===== src/rtl/alu_accum_sequencer_if.sv =====
// Command, result and alu-facing signals of the accumulator sequencer.
// slave is the sequencer's view; master is the surrounding system's view.
interface alu_accum_sequencer_if #(
  parameter int WIDTH  = 4,
  parameter int FLAG_W = 4
);
  logic              cmd_valid;
  logic              cmd_ready;
  logic              cmd_load;
  logic [2:0]        cmd_opcode;
  logic [WIDTH-1:0]  cmd_operand;
  logic [WIDTH-1:0]  alu_in1;
  logic [WIDTH-1:0]  alu_in2;
  logic [2:0]        alu_opcode;
  logic [WIDTH-1:0]  alu_out;
  logic [FLAG_W-1:0] alu_flags;
  logic              res_valid;
  logic              res_ready;
  logic [WIDTH-1:0]  res_data;
  logic [FLAG_W-1:0] res_flags;
  logic              busy;

  modport slave (
    input  cmd_valid, cmd_load, cmd_opcode, cmd_operand, alu_out, alu_flags, res_ready,
    output cmd_ready, alu_in1, alu_in2, alu_opcode, res_valid, res_data, res_flags, busy
  );

  modport master (
    output cmd_valid, cmd_load, cmd_opcode, cmd_operand, alu_out, alu_flags, res_ready,
    input  cmd_ready, alu_in1, alu_in2, alu_opcode, res_valid, res_data, res_flags, busy
  );
endinterface


===== src/rtl/alu_accum_sequencer.sv =====
// Clocked accumulator around an external combinational alu: accepts a command,
// holds the alu inputs for SETTLE_CYCLES, captures the result and hands it downstream.
module alu_accum_sequencer #(
  parameter int WIDTH         = 4,
  parameter int FLAG_W        = 4,
  parameter int SETTLE_CYCLES = 1
) (
  input  logic                 clk,
  input  logic                 rst,
  alu_accum_sequencer_if.slave bus
);

  typedef enum logic [1:0] {IDLE, DRIVE, RESULT} state_t;

  localparam logic [3:0] CNT_INIT = 4'(SETTLE_CYCLES - 1);

  state_t            state_q;
  logic [3:0]        cnt_q;
  logic [WIDTH-1:0]  acc_q;
  logic [WIDTH-1:0]  in2_q;
  logic [2:0]        opc_q;
  logic [WIDTH-1:0]  rdata_q;
  logic [FLAG_W-1:0] rflags_q;

  // Loads bypass the alu, so only sign and zero can be meaningful: bit3 negative, bit2 zero.
  function automatic logic [FLAG_W-1:0] load_flags(input logic [WIDTH-1:0] v);
    logic [FLAG_W-1:0] f;
    f    = '0;
    f[3] = v[WIDTH-1];
    f[2] = (v == '0);
    return f;
  endfunction

  always_ff @(posedge clk or posedge rst) begin
    if (rst) begin
      state_q  <= IDLE;
      cnt_q    <= '0;
      acc_q    <= '0;
      in2_q    <= '0;
      opc_q    <= '0;
      rdata_q  <= '0;
      rflags_q <= '0;
    end else begin
      case (state_q)
        IDLE: begin
          if (bus.cmd_valid) begin
            if (bus.cmd_load) begin
              acc_q    <= bus.cmd_operand;
              rdata_q  <= bus.cmd_operand;
              rflags_q <= load_flags(bus.cmd_operand);
              state_q  <= RESULT;
            end else begin
              in2_q   <= bus.cmd_operand;
              opc_q   <= bus.cmd_opcode;
              cnt_q   <= CNT_INIT;
              state_q <= DRIVE;
            end
          end
        end
        DRIVE: begin
          if (cnt_q != 4'd0) begin
            cnt_q <= cnt_q - 4'd1;
          end else begin
            acc_q    <= bus.alu_out;
            rdata_q  <= bus.alu_out;
            rflags_q <= bus.alu_flags;
            state_q  <= RESULT;
          end
        end
        RESULT: begin
          if (bus.res_ready) state_q <= IDLE;
        end
        default: state_q <= IDLE;
      endcase
    end
  end

  // The handshake and status outputs decode state directly so they track reset immediately.
  assign bus.cmd_ready  = (state_q == IDLE);
  assign bus.res_valid  = (state_q == RESULT);
  assign bus.busy       = (state_q != IDLE);
  assign bus.alu_in1    = acc_q;
  assign bus.alu_in2    = in2_q;
  assign bus.alu_opcode = opc_q;
  assign bus.res_data   = rdata_q;
  assign bus.res_flags  = rflags_q;

endmodule

===== src/flat_wrapper.sv =====
// flat-port wrapper written by rule: the top's interface ports become plain ports
module alu_accum_sequencer_flat 
#(
  parameter int WIDTH         = 4,
  parameter int FLAG_W        = 4,
  parameter int SETTLE_CYCLES = 1
)
  (clk, rst, bus_cmd_valid, bus_cmd_load, bus_cmd_opcode, bus_cmd_operand, bus_alu_out, bus_alu_flags, bus_res_ready, bus_cmd_ready, bus_alu_in1, bus_alu_in2, bus_alu_opcode, bus_res_valid, bus_res_data, bus_res_flags, bus_busy);
  alu_accum_sequencer_if #(.WIDTH(WIDTH), .FLAG_W(FLAG_W)) bus_i ();
  input  logic clk;
  input  logic rst;
  input wire logic [$bits(bus_i.cmd_valid)-1:0] bus_cmd_valid;
  input wire logic [$bits(bus_i.cmd_load)-1:0] bus_cmd_load;
  input wire logic [$bits(bus_i.cmd_opcode)-1:0] bus_cmd_opcode;
  input wire logic [$bits(bus_i.cmd_operand)-1:0] bus_cmd_operand;
  input wire logic [$bits(bus_i.alu_out)-1:0] bus_alu_out;
  input wire logic [$bits(bus_i.alu_flags)-1:0] bus_alu_flags;
  input wire logic [$bits(bus_i.res_ready)-1:0] bus_res_ready;
  output wire logic [$bits(bus_i.cmd_ready)-1:0] bus_cmd_ready;
  output wire logic [$bits(bus_i.alu_in1)-1:0] bus_alu_in1;
  output wire logic [$bits(bus_i.alu_in2)-1:0] bus_alu_in2;
  output wire logic [$bits(bus_i.alu_opcode)-1:0] bus_alu_opcode;
  output wire logic [$bits(bus_i.res_valid)-1:0] bus_res_valid;
  output wire logic [$bits(bus_i.res_data)-1:0] bus_res_data;
  output wire logic [$bits(bus_i.res_flags)-1:0] bus_res_flags;
  output wire logic [$bits(bus_i.busy)-1:0] bus_busy;
  assign bus_i.cmd_valid = bus_cmd_valid;
  assign bus_i.cmd_load = bus_cmd_load;
  assign bus_i.cmd_opcode = bus_cmd_opcode;
  assign bus_i.cmd_operand = bus_cmd_operand;
  assign bus_i.alu_out = bus_alu_out;
  assign bus_i.alu_flags = bus_alu_flags;
  assign bus_i.res_ready = bus_res_ready;
  assign bus_cmd_ready = bus_i.cmd_ready;
  assign bus_alu_in1 = bus_i.alu_in1;
  assign bus_alu_in2 = bus_i.alu_in2;
  assign bus_alu_opcode = bus_i.alu_opcode;
  assign bus_res_valid = bus_i.res_valid;
  assign bus_res_data = bus_i.res_data;
  assign bus_res_flags = bus_i.res_flags;
  assign bus_busy = bus_i.busy;
  alu_accum_sequencer #(.WIDTH(WIDTH), .FLAG_W(FLAG_W), .SETTLE_CYCLES(SETTLE_CYCLES)) u_core (.clk(clk), .rst(rst), .bus(bus_i));
endmodule

===== config.mk =====
export PLATFORM = sky130hd
export DESIGN_NAME = alu_accum_sequencer_flat
export DESIGN_NICKNAME = d
export VERILOG_FILES = /design/src/rtl/alu_accum_sequencer_if.sv /design/src/rtl/alu_accum_sequencer.sv /design/src/flat_wrapper.sv
export SDC_FILE = /design/constraint.sdc
export NUM_CORES = 1
export LEC_CHECK = 0
export ABC_AREA = 1
export CAP_MARGIN = 20
export CORE_MARGIN = 8
export CORE_UTILIZATION = 55
export DETAILED_ROUTE_END_ITERATION = 10
export DONT_BUFFER_PORTS = 1
export PLACE_DENSITY = 0.8
export SYNTH_ARGS = -nofsm -noshare
export SYNTH_HDL_FRONTEND = slang
export SYNTH_SLANG_ARGS = --single-unit

===== constraint.sdc =====
create_clock -name clk -period 1.2 [get_ports clk]
set_clock_uncertainty 0.1 [all_clocks]
set_input_delay 0.18 -clock clk [delete_from_list [all_inputs] [get_ports clk]]
set_output_delay 0.18 -clock clk [all_outputs]
set_load 0.005 [all_outputs]

==> run_1/met3.png <==
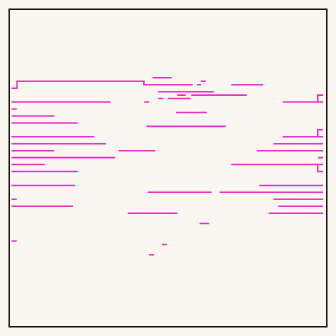
wire length on this layer: 398 µm
main direction: horizontal
nets with wire on the layer: 38
share of all routed wire: 11%
longest straight run: 24.8 µm

==> run_1/pins.png <==
Pins as bars across the die edge, other pins in grey.
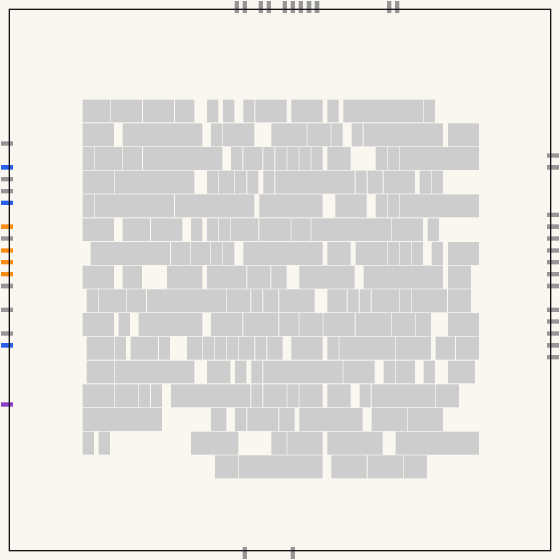
[purple] rst | pins: 1 | direction: input | edge: left
[blue] bus_alu_opcode | pins: 3 | direction: output | edge: left
[orange] bus_cmd_operand | pins: 4 | direction: input | edge: left
all pins by edge: 15 left, 14 right, 11 top, 2 bottom
die extent in x: 61.9 µm
Port Buffer Count: 0
Die Height: 61.9 µm

==> results.tsv, run 1 <==
stage	metric	value	unit
flow_run	number of warnings the tools reported	30	
global_routing	met2 layer usage reported by global route	0.310	
status	violations in the final reports	setup timing	
worst_setup_path	Critical Path Fanout Max	5	
timing	Final min period	1.49	ns
yosys	portion of synthesized cell area occupied by the leading cell type	0.454	
worst_setup_path	cell family with most CP delay	simple AND/OR/NAND/NOR gates	
routing	vias post-DR	1115	
layout	count of placed standard cells in the final layout, fillers left out	208	
timing	slew of the pin with the lowest slew margin	0.552	ns
timing	PnR worst setup slack	-0.287	ns
layout	Top cell excl fill/tap	nand2_1	
yosys	synthesized area	1160	µm²
layout	Area Overhead vs Synth	46.3	%
worst_setup_path	Buffers & Inverters on Critical Path	3	
clock_network	Worst-path clk slew	0.13	ns
routing	average vias per placed instance	5.36	
global_routing	GRT overflow	0	
yosys	main flop type	dfrtp_1	
yosys	Synth Area per Inst	8.34	µm²
place	number of placed instances, taps included	176	
layout	number of nets in the layout	203	
status	status	finished with violations	
worst_setup_path	classification of the worst setup path	flop to flop	
pwr	worst vdd ir	1.76	mV
yosys	post-synthesis share of cell area spent on xor and xnor gates	0.00756	
timing	final setup violation count	24	
global_routing	global route hottest layer	met2	
routing	number of detailed-routing iterations run before antenna repair	6	
==> run_1/density.png <==
The die is cut into 6 by 6 equal tiles; white is low, dark blue is high, 0 to 100% covered.
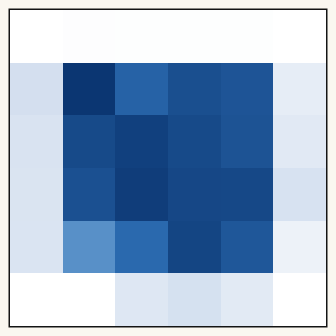
mean over tiles: 43%
emptiest ninth of the die: bottom left
fullest tile: 98%
nearly empty tiles: 25%
share of the core filled with cells in the final layout: 0.855
area inside the core boundary: 1980 µm²

[run 1: kinds of logic after synthesis]
| group | count (synthesis) |
|---|---|
| AOI/OAI and AO/OA | 13 |
| xor gates and xnor gates | 1 |
| adders and majority gates | 2 |
| buffers and inverters | 24 |
| DFF | 21 |
| and+or+nand+nor | 78 |
[run 1: repair_timing]
item	CTS	global route
gates resized	10	20
hold buffers	14	3
pin swaps	3	15
setup endpoints to repair	24	24
cloned	1	0
hold endpoints to repair	34	2
setup buffers	6	3
[run 1: area by class of cell]
class | count | area [µm²] | share of cell area
multi-input combinational | 95 | 626 | 0.369
sequential | 21 | 528 | 0.311
timing repair buffer | 41 | 402 | 0.237
inverter | 19 | 76.3 | 0.0450
tap | 27 | 33.8 | 0.0199
clock buffer | 3 | 22.5 | 0.0133
clock inverter | 1 | 5.00 | 0.00295
antenna | 1 | 2.50 | 0.00148
[run 1: final timing paths]
path / end / slack [ns] / depth (start not counted)
max: u_core.bus.res_flags[2]$_DFFE_PP0P_ / -0.29 / 8
min: u_core.bus.res_flags[3]$_DFFE_PP0P_ / 0.01 / 4
max reg2reg: u_core.bus.res_flags[2]$_DFFE_PP0P_ / -0.29 / 8
min reg2reg: u_core.bus.res_flags[3]$_DFFE_PP0P_ / 0.44 / 2
max in group asynchronous: u_core.state_q[1]$_DFFE_PP0P_ / 0.55 / 3
min in group asynchronous: u_core.bus.alu_opcode[2]$_DFFE_PP0P_ / 0.21 / 3
[run 1: state kept, by name (all words and copies together) (netlist names)]
signal	flops
u_core.state_q	2
u_core.cnt_q	4
u_core.bus.res_flags	4
u_core.bus.alu_opcode	3
u_core.bus.alu_in1	4
u_core.bus.alu_in2	4
[run 1: tightest hold or removal path: stages]
cell and delay, ns:
nand2_1 0.06, nand2_1 0.06, nand3_2 0.07, nand2_1 0.04
==> run_1/final_placement.png <==
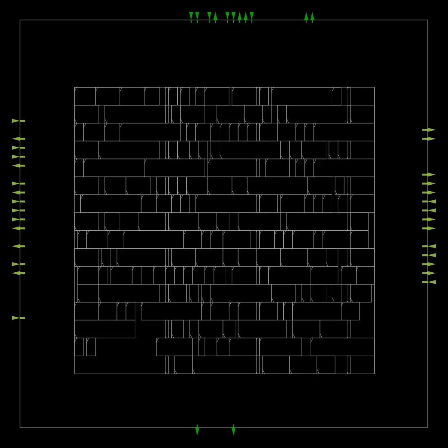

==> run 2, diff against run 1 <==
--- a/config.mk
+++ b/config.mk
@@ -8,10 +8,9 @@
 export ABC_AREA = 1
 export CAP_MARGIN = 20
 export CORE_MARGIN = 8
-export CORE_UTILIZATION = 55
+export CORE_UTILIZATION = 44
 export DETAILED_ROUTE_END_ITERATION = 10
-export DONT_BUFFER_PORTS = 1
-export PLACE_DENSITY = 0.8
+export PLACE_DENSITY = 0.86
 export SYNTH_ARGS = -nofsm -noshare
 export SYNTH_HDL_FRONTEND = slang
 export SYNTH_SLANG_ARGS = --single-unit
==> constraint.sdc (replaced) <==
create_clock -name clk -period 1.39 [get_ports clk]
set_clock_uncertainty 0.1 [all_clocks]
set_input_delay 0.2085 -clock clk [delete_from_list [all_inputs] [get_ports clk]]
set_output_delay 0.2085 -clock clk [all_outputs]
set_load 0.005 [all_outputs]
==> run_2/final_placement.png <==
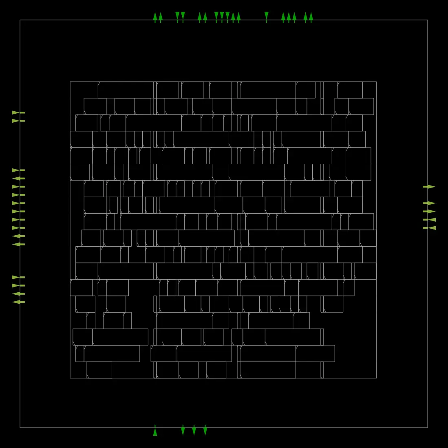
flop share of the area: 0.267
area inside the core boundary: 2480 µm²
share of the core filled with cells in the final layout: 0.795

==> results.tsv, run 2 <==
stage	metric	value	unit
worst_setup_path	reg2reg setup slack	-0.11	ns
layout	Area Overhead vs Synth	70.0	%
routing	average vias per placed instance	5.35	
global_routing	global route hottest layer	met2	
layout	count of multi-input combinational gates	96	
layout	clock buffer count in the final layout	3	
status	status	finished with violations	
place	Port Buffer Count	41	
layout	signal buffers share of area	0.307	
status	violations in the final reports	setup timing	
layout	Inserted Diodes	0	
timing	final setup violation count	15	
routing	vias post-DR	1262	
timing	Final min period	1.50	ns
layout	Register Area	526	µm²
global_routing	GRT overflow	0	
yosys	post-synthesis share of cell area spent on xor and xnor gates	0.00756	
yosys	synthesized area	1160	µm²
worst_setup_path	cell family with most CP delay	simple AND/OR/NAND/NOR gates	
layout	multi-input gate share of total cell area	0.355	
layout	count of inverters other than clock inverters in the layout	19	
worst_setup_path	depth of the most critical reg-to-reg path	7	
timing	slew of the pin with the lowest slew margin	0.271	ns
place	number of placed instances, taps included	218	
layout	Clock-cell share	0.0140	
routing	topmost layer with routed signal wires	met4	
clock_network	Worst-path clk slew	0.13	ns
yosys	portion of synthesized cell area occupied by the leading cell type	0.454	
global_routing	met2 layer usage reported by global route	0.296	
worst_setup_path	Buffers & Inverters on Critical Path	2	
layout	most area-hungry cell class in the final design	multi-input combinational cells	
floorplan	Well Taps	30	
yosys	main flop type	dfrtp_1	
worst_setup_path	RR Endpoint	u_core.bus.res_flags[0]$_DFFE_PP0P_	
floorplan	Die Height	67.3	µm
layout	number of nets in the layout	229	
pwr	worst vdd ir	1.45	mV
layout	number of buffers outside the clock class in the layout	66	
floorplan	die extent in x	67.3	µm
flow_run	number of warnings the tools reported	29	
timing	PnR worst setup slack	-0.108	ns
layout	count of placed standard cells in the final layout, fillers left out	236	
layout	Multi-input gate area	698	µm²
yosys	Synth Area per Inst	8.34	µm²
==> run_2/pins.png <==
Pins as bars across the die edge, other pins in grey.
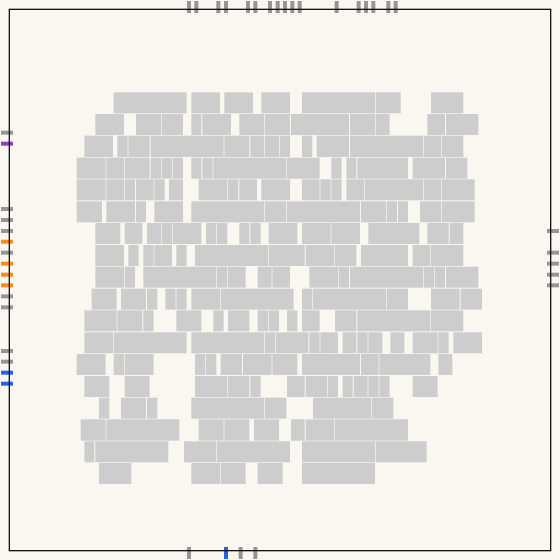
[orange] bus_cmd_operand | pins: 4 | direction: input | edge: left
[purple] rst | pins: 1 | direction: input | edge: left
[blue] bus_alu_opcode | pins: 3 | direction: output | edge: 2 left, 1 bottom

[run 2: power groups by stage]
stage                     sequential (mW)  combinational (mW)  clock [mW]
after global placement               1.10                2.04           0
after global routing                 1.12                2.98       0.353
after floorplan                      1.13                1.02           0
final                                1.09                2.78       0.310
after CTS                            1.07                2.38       0.308
after detailed placement             1.11                2.12           0
[run 2: what timing repair did]
| item | in CTS | in global routing |
|---|---|---|
| buffers inserted | 9 | 3 |
| gates cloned | 1 | 1 |
| endpoints found under the setup margin | 31 | 26 |
| resized | 51 | 38 |
| hold buffers | 0 | 0 |
| pin swaps | 11 | 15 |
[run 2: how the worst max path moves through the flow]
stage / startpoint / endpoint / slack (ns) / depth (start not counted)
after floorplan: u_core.state_q[1]$_DFFE_PP0P_ / u_core.bus.alu_in2[0]$_DFFE_PP0P_ / 0.09 / 5
after global placement: bus_cmd_valid / u_core.bus.alu_in1[2]$_DFFE_PP0P_ / -0.15 / 6
after detailed placement: bus_cmd_valid / u_core.bus.alu_in1[1]$_DFFE_PP0P_ / -0.21 / 6
after CTS: u_core.state_q[0]$_DFFE_PP0P_ / u_core.bus.alu_in1[0]$_DFFE_PP0P_ / -0.08 / 8
after global routing: u_core.state_q[1]$_DFFE_PP0P_ / u_core.bus.res_flags[0]$_DFFE_PP0P_ / -0.17 / 7
final: u_core.state_q[1]$_DFFE_PP0P_ / u_core.bus.res_flags[0]$_DFFE_PP0P_ / -0.11 / 7
[run 2: logic make-up (layout without fill, tap and decap cells)]
kind of cell / Yosys count / after routing
AND-OR/OR-AND: 13 / 13
XOR/XNOR: 1 / 1
AND/OR/NAND/NOR: 78 / 80
adder cells (fa/ha/maj): 2 / 2
flip-flops: 21 / 21
buffers and inverters: 24 / 89
Power is estimated from default activity; no workload was simulated.
